`src/rtl/tdm_demux4_pkg.sv`:
```
// Shared types and helpers for the 4-slot TDM link.
// slot_lane encodes the bit-swapped slot-to-lane wiring of the upstream mux.
package tdm_pkg;

  typedef enum logic {IDLE, RUN} tdm_state_t;

  localparam int SLOTS = 4;

  function automatic logic [1:0] slot_lane(logic [1:0] s);
    return {s[0], s[1]};
  endfunction

endpackage

```
`src/rtl/tdm_demux4_if.sv`:
```
// Link-side signal bundle for the TDM demultiplexer.
// The consumer drives en/sync/din; the demux drives slot select and frame outputs.
interface tdm_demux4_if #(
  parameter int W = 1
);
  logic           en;
  logic           sync;
  logic [W-1:0]   din;
  logic [1:0]     sel;
  logic [4*W-1:0] q;
  logic           valid;
  logic           frame_err;
  logic           locked;

  modport master (
    output en, sync, din,
    input  sel, q, valid, frame_err, locked
  );

  modport slave (
    input  en, sync, din,
    output sel, q, valid, frame_err, locked
  );
endinterface

```
`src/rtl/tdm_demux4_slot_ctr.sv`:
```
// 2-bit wrapping slot counter with a synchronous load-to-1 used on frame restart.
// tc flags the cycle in which the last slot is consumed.
module tdm_slot_ctr (
  input  logic       clk,
  input  logic       rst_n,
  input  logic       i_en,
  input  logic       i_load1,
  output logic [1:0] o_cnt,
  output logic       o_tc
);

  logic [1:0] r_cnt;

  always_ff @(posedge clk or negedge rst_n) begin
    if (!rst_n) begin
      r_cnt <= '0;
    end else if (i_load1) begin
      r_cnt <= 2'd1;
    end else if (i_en) begin
      r_cnt <= r_cnt + 2'd1;
    end
  end

  assign o_cnt = r_cnt;
  assign o_tc  = (r_cnt == 2'd3) && i_en;

endmodule

```
`src/rtl/tdm_demux4.sv`:
```
// Receive-side 4-slot TDM demultiplexer: drives the upstream mux select and
// collects one sample per slot into a shadow frame, publishing it on completion.
module tdm_demux4
  import tdm_pkg::*;
#(
  parameter int W = 1
) (
  input  logic          hz100,
  input  logic          reset,
  tdm_demux4_if.slave   bus
);

  tdm_state_t         r_state;
  logic [W-1:0]       r_shadow [SLOTS];
  logic [SLOTS*W-1:0] r_q;
  logic               r_valid;
  logic               r_frame_err;
  logic               r_locked;

  logic [1:0]         w_sel;
  logic               w_tc;
  logic               w_run;
  logic               w_load1;
  logic               w_ctr_en;

  assign w_run    = (r_state == RUN);
  // Any qualified sync restarts the slot sequence at 1, in IDLE or mid-frame.
  assign w_load1  = bus.en && bus.sync;
  assign w_ctr_en = bus.en && !bus.sync && w_run;

  tdm_slot_ctr u_ctr (
    .clk     (hz100),
    .rst_n   (reset),
    .i_en    (w_ctr_en),
    .i_load1 (w_load1),
    .o_cnt   (w_sel),
    .o_tc    (w_tc)
  );

  always_ff @(posedge hz100 or negedge reset) begin
    if (!reset) begin
      r_state     <= IDLE;
      r_q         <= '0;
      r_valid     <= 1'b0;
      r_frame_err <= 1'b0;
      r_locked    <= 1'b0;
      for (int k = 0; k < SLOTS; k++) begin
        r_shadow[k] <= '0;
      end
    end else begin
      r_valid     <= 1'b0;
      r_frame_err <= 1'b0;
      case (r_state)
        IDLE: begin
          if (w_load1) begin
            r_shadow[0] <= bus.din;
            r_state     <= RUN;
            r_locked    <= 1'b1;
          end
        end
        RUN: begin
          if (w_load1) begin
            // Sync outside slot 0 drops the partial frame and restarts it.
            if (w_sel != 2'd0) begin
              r_frame_err <= 1'b1;
              for (int k = 1; k < SLOTS; k++) begin
                r_shadow[k] <= '0;
              end
            end
            r_shadow[0] <= bus.din;
          end else if (w_tc) begin
            r_q     <= {bus.din, r_shadow[2], r_shadow[1], r_shadow[0]};
            r_valid <= 1'b1;
          end else if (w_ctr_en) begin
            r_shadow[slot_lane(w_sel)] <= bus.din;
          end
        end
        default: begin
          r_state  <= IDLE;
          r_locked <= 1'b0;
        end
      endcase
    end
  end

  assign bus.sel       = w_sel;
  assign bus.q         = r_q;
  assign bus.valid     = r_valid;
  assign bus.frame_err = r_frame_err;
  assign bus.locked    = r_locked;

endmodule

```
`src/flat_wrapper.sv`:
```
// flat-port wrapper written by rule: the top's interface ports become plain ports
module tdm_demux4_flat import tdm_pkg::*;
#(
  parameter int W = 1
)
  (hz100, reset, bus_en, bus_sync, bus_din, bus_sel, bus_q, bus_valid, bus_frame_err, bus_locked);
  tdm_demux4_if #(.W(W)) bus_i ();
  input  logic hz100;
  input  logic reset;
  input wire logic [$bits(bus_i.en)-1:0] bus_en;
  input wire logic [$bits(bus_i.sync)-1:0] bus_sync;
  input wire logic [$bits(bus_i.din)-1:0] bus_din;
  output wire logic [$bits(bus_i.sel)-1:0] bus_sel;
  output wire logic [$bits(bus_i.q)-1:0] bus_q;
  output wire logic [$bits(bus_i.valid)-1:0] bus_valid;
  output wire logic [$bits(bus_i.frame_err)-1:0] bus_frame_err;
  output wire logic [$bits(bus_i.locked)-1:0] bus_locked;
  assign bus_i.en = bus_en;
  assign bus_i.sync = bus_sync;
  assign bus_i.din = bus_din;
  assign bus_sel = bus_i.sel;
  assign bus_q = bus_i.q;
  assign bus_valid = bus_i.valid;
  assign bus_frame_err = bus_i.frame_err;
  assign bus_locked = bus_i.locked;
  tdm_demux4 #(.W(W)) u_core (.hz100(hz100), .reset(reset), .bus(bus_i));
endmodule
```
`config.mk`:
```
export PLATFORM = sky130hd
export DESIGN_NAME = tdm_demux4_flat
export DESIGN_NICKNAME = d
export VERILOG_FILES = /design/src/rtl/tdm_demux4_pkg.sv /design/src/rtl/tdm_demux4_if.sv /design/src/rtl/tdm_demux4_slot_ctr.sv /design/src/rtl/tdm_demux4.sv /design/src/flat_wrapper.sv
export SDC_FILE = /design/constraint.sdc
export NUM_CORES = 1
export LEC_CHECK = 0
export ABC_AREA = 1
export ABC_CLOCK_PERIOD_IN_PS = 1700
export CAP_MARGIN = 20
export CORE_AREA = 2 2 39 41
export CTS_BUF_LIST = sky130_fd_sc_hd__clkbuf_8
export CTS_CLUSTER_SIZE = 25
export DETAILED_ROUTE_END_ITERATION = 6
export DIE_AREA = 0 0 41 43
export PLACE_DENSITY = 0.72
export REMOVE_ABC_BUFFERS = 1
export SETUP_SLACK_MARGIN = 0.4
export SYNTH_ARGS = -nofsm -noshare
export SYNTH_HDL_FRONTEND = slang
export SYNTH_HIERARCHICAL = 1
export SYNTH_SLANG_ARGS = --single-unit
```
`constraint.sdc`:
```
create_clock -name hz100 -period 1.7 [get_ports hz100]
set_input_delay 0.51 -clock hz100 [delete_from_list [all_inputs] [get_ports hz100]]
set_output_delay 0.51 -clock hz100 [all_outputs]
set_load 0.05 [all_outputs]
```
Fig. 1: run 1, supply network
Pins as bars on the die edge.
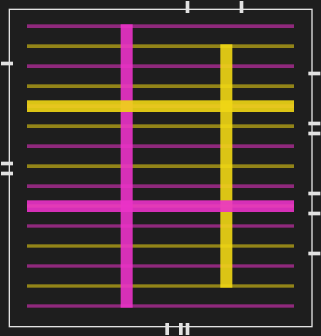
- VDD: yellow
- VSS: magenta
- met4 straps: 2
- signal pins: 14
- met5 straps: 2
- rows: 14

Fig. 2: run 1, the metal 3 layer
Bar = 10 um.
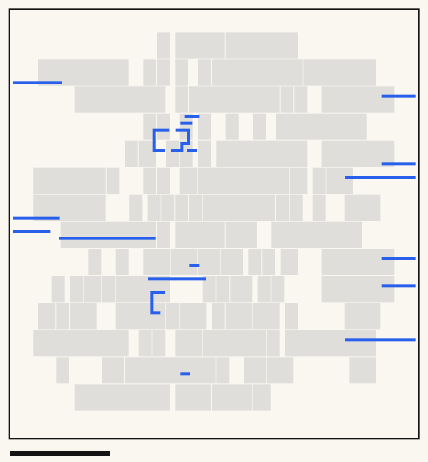
- wire length on this layer: 70.5 um
- main direction: horizontal

==> results_tabular.tex, run 1 <==
% Generated from flow reports
\begin{tabular}{lr}
\hline
Metric & Value \\
\hline
\multicolumn{2}{l}{\textbf{Finish}} \\
\quad Antenna diodes & 0 \\
\quad Sequential portion of the cell area & roughly 33\% \\
\quad Core occupancy in the finished layout & a little over 70\% \\
\quad Number of buffers other than clock buffers in the final layout & 22 \\
\quad Most frequent standard cell in the layout excluding fill and tap cells & sky130\_fd\_sc\_hd\_\_nand2\_1 \\
\quad Cell Count, Final, Fillers Out & 121 \\
\quad Final std cell area, no fill & 985.9 um2 \\
\multicolumn{2}{l}{\textbf{Detailed routing}} \\
\quad Antenna violation net count after detailed routing & 0 \\
\quad Uppermost signal routing layer after detailed routing & met4 \\
\quad Final Routed Wirelength & 1388 um \\
\multicolumn{2}{l}{\textbf{Worst setup path}} \\
\quad Total number of cells along the worst setup path & 1 \\
\quad End point of the critical path & bus\_sel[1] \\
\quad Slowest-stage cell, CP & sky130\_fd\_sc\_hd\_\_dfrtp\_2 \\
\quad Category of cells accounting for the largest share of critical-path delay & flip-flops \\
\quad Start-to-end type of the worst setup path & register to output pin \\
\quad Buffers and inverters on the worst path & 1 \\
\multicolumn{2}{l}{\textbf{Job}} \\
\quad Log Warnings & 27 \\
\multicolumn{2}{l}{\textbf{Timing}} \\
\quad Fin. Hold Viols & 0 \\
\quad Minimum period implied by the final worst setup slack & 1.376 ns \\
\quad Post-layout period usage of the worst path & 80.94\% \\
\quad Final Setup Violations & 0 \\
\quad Worst slew margin & 86.33\% \\
\quad Tightest hold margin & 0.4770 ns \\
\multicolumn{2}{l}{\textbf{Logic synthesis}} \\
\quad Post-Synth XOR/XNOR Area & 0\% \\
\quad Post-synth top area cell & sky130\_fd\_sc\_hd\_\_dfrtp\_1 \\
\quad Synth flops & 13 \\
\multicolumn{2}{l}{\textbf{GRT}} \\
\quad Met1 track demand over resource & a little over a quarter \\
\quad Global-route track usage on met2 & between 20\% and 30\% \\
\quad Largest net degree at the start of global routing & 14 \\
\quad Met3 Resource Use GR & under 10\% \\
\quad GR Overflow Total & 0 \\
\multicolumn{2}{l}{\textbf{Power}} \\
\quad Leakage power & 0.5372 nW \\
\quad Cell area power density & 1343 nW/um2 \\
\multicolumn{2}{l}{\textbf{Floorplanning}} \\
\quad Area of the placeable core & between 1000 and 1500 um2 \\
\multicolumn{2}{l}{\textbf{Placement}} \\
\quad Placed Instances & roughly 110 \\
\quad Placed wire-length estimate after detailed placement & about 900 um \\
\multicolumn{2}{l}{\textbf{Run status}} \\
\quad Status & completed \\
\multicolumn{2}{l}{\textbf{Worst hold path}} \\
\quad Class of the tightest hold or removal check & register to register \\
\hline
\end{tabular}
Fig. 3: run 1, metal 1
Bar = 10 um. Supply wires on this layer in grey.
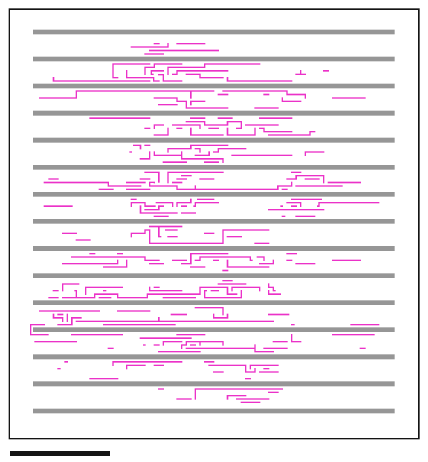
- nets with wire on the layer: 99
- main direction: horizontal

[run 1: cells in the mapped netlist]
cell type	n
sky130_fd_sc_hd__dfrtp_1	13
sky130_fd_sc_hd__ha_1	1
sky130_fd_sc_hd__inv_1	16
sky130_fd_sc_hd__nand2_1	31
sky130_fd_sc_hd__nand2_2	2
sky130_fd_sc_hd__nand3_1	4
sky130_fd_sc_hd__nand3_2	1
sky130_fd_sc_hd__nor2_1	5
sky130_fd_sc_hd__nor2_2	1
sky130_fd_sc_hd__nor3_1	1
sky130_fd_sc_hd__o21ai_0	2
sky130_fd_sc_hd__o21bai_1	1
sky130_fd_sc_hd__or2_2	1
[run 1: report_power, final]
group / internal [mW] / switching [mW]
clock: 0.159 / 0.107
combinational: 0.290 / 0.316
sequential: 0.381 / 0.0709
Fig. 4: run 1, gate families picked out
Bar = 10 um.
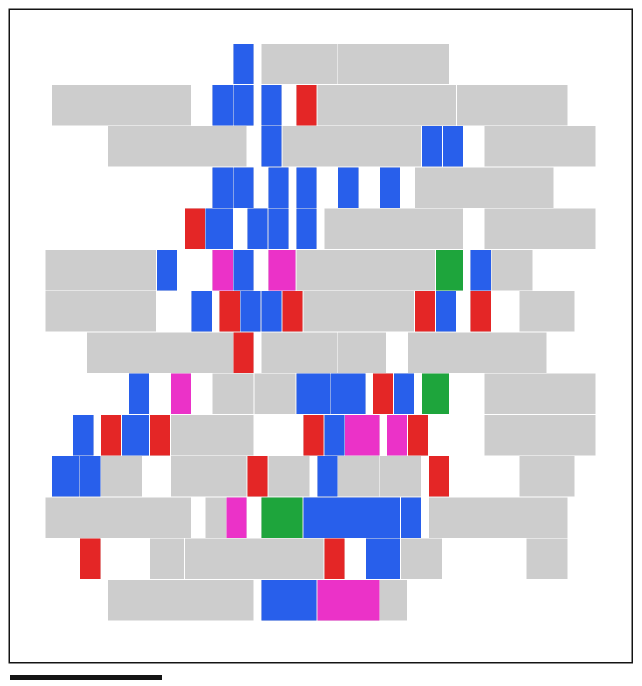

==> run 2: changes to the inputs <==
Settings changed: ABC_CLOCK_PERIOD_IN_PS 1700 to 1100, CORE_AREA 2 2 39 41 to default, CORE_UTILIZATION from default to 45, DIE_AREA 0 0 41 43 to default, PLACE_DENSITY 0.72 to 0.74.
Clock period 1.7 ns to 1.1 ns, I/O delays scaled along.
Fig. 5: run 2, gate families picked out
Bar = 10 um.
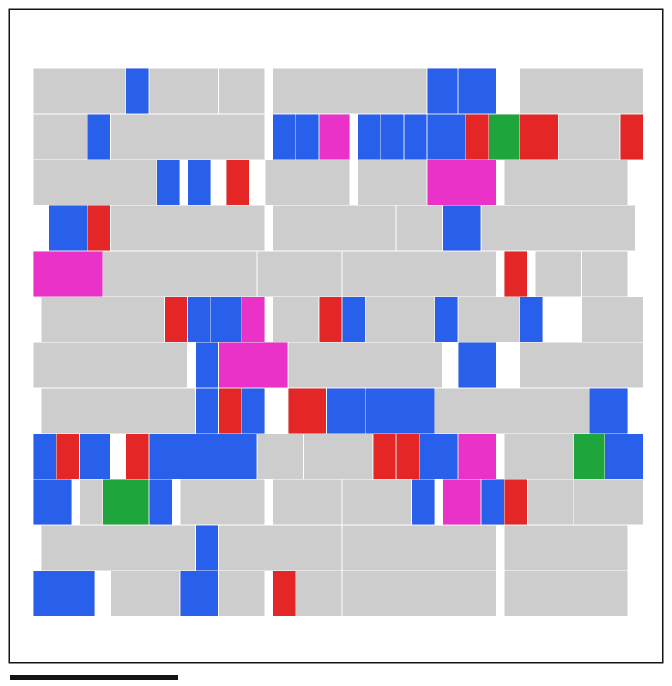
- inv cells: red (cells 16)
- nor cells: magenta (cells 7)
- aoi and oai cells: green (cells 3)
- nand cells: blue (cells 38)

==> run 2 against run 1 <==
Total power grew 73%. Final cell count grew 5.0%. Largest cell class is now non-clock buffers. Die area shrank 14%. Combinational power grew 88%. Register-to-register slack lost 0.63 ns. Sequential share of layout area shrank 4.6 points. Via count grew 25%. Count of clock-buffer cells in the layout is the same. Clock skew grew 0.0010 ns. Sequential power grew 55%. Highest routed layer unchanged. Worst hold slack lost 0.068 ns. The flow now finishes with violations (negative setup slack).
==> results_tabular.tex, run 2 <==
% Generated from flow reports
\begin{tabular}{lr}
\hline
Metric & Value \\
\hline
\multicolumn{2}{l}{\textbf{Power}} \\
\quad Sw Share & 40.72\% (+3.4 points) \\
\quad Switching Power & 0.9326 mW (+89\%) \\
\quad Group with the largest share of power & combinational logic \\
\quad Int Power & 1.358 mW (+64\%) \\
\quad Fraction of power consumed by the clock network & 19.5\% (-0.6 points) \\
\quad Leakage power & 0.5966 nW (+11\%) \\
\quad Power in sequential cells & 0.699 mW (+55\%) \\
\quad Clock network power & 0.447 mW (+67\%) \\
\quad Cell area power density & 2027 nW/um2 (+51\%) \\
\multicolumn{2}{l}{\textbf{Floorplanning}} \\
\quad Area of the placeable core & 1186 um2 (-14\%) \\
\multicolumn{2}{l}{\textbf{Detailed routing}} \\
\quad Uppermost signal routing layer after detailed routing & met4 \\
\quad Antenna violation net count after detailed routing & 0 (unchanged) \\
\multicolumn{2}{l}{\textbf{Job}} \\
\quad Log Warnings & 27 (unchanged) \\
\multicolumn{2}{l}{\textbf{Timing}} \\
\quad Setup slack of the critical path after layout & -0.2040 ns \\
\quad Final Setup Violations & 19 (+19) \\
\quad Post-layout period usage of the worst path & 118.5\% \\
\quad Worst slew margin & 86.09\% (-0.23 points) \\
\multicolumn{2}{l}{\textbf{Worst setup path}} \\
\quad Total number of cells along the worst setup path & 9 (+8) \\
\multicolumn{2}{l}{\textbf{Run status}} \\
\quad Failing checks & negative setup slack \\
\quad Status & complete, but fails checks \\
\multicolumn{2}{l}{\textbf{Placement}} \\
\quad Placed Instances & 115 (+0.88\%) \\
\multicolumn{2}{l}{\textbf{Finish}} \\
\quad Antenna diodes & 0 (unchanged) \\
\quad Final std cell area, no fill & 1130 um2 (+15\%) \\
\multicolumn{2}{l}{\textbf{Logic synthesis}} \\
\quad Synth flops & 13 (unchanged) \\
\multicolumn{2}{l}{\textbf{GRT}} \\
\quad Largest net degree at the start of global routing & 14 (unchanged) \\
\hline
\end{tabular}
[run 2: worst min path at each step]
| stage | end | slack [ns] | cells past startpoint |
|---|---|---|---|
| 2_1_floorplan | u_core/bus.frame_err | 0.03 | 0 |
| 3_3_place_gp | u_core/bus.q[2] | 0.46 | 2 |
| 3_5_place_dp | u_core/r_shadow[1] | 0.46 | 2 |
| 4_1_cts | u_core/bus.frame_err | 0.40 | 2 |
| 5_1_grt | u_core/bus.valid | 0.43 | 2 |
| 6_report | u_core/r_state | 0.41 | 2 |
[run 2: layout make-up]
cell class / count / area (um2)
clock buffer: 3 / 41.29
timing repair buffer: 30 / 379.1
sequential: 13 / 325.3
clock inverter: 1 / 3.754
inverter: 16 / 65.06
fill: 28 / 56.30
tap: 14 / 17.52
multi-input combinational: 50 / 297.8
Power is estimated from default activity; no workload was simulated.
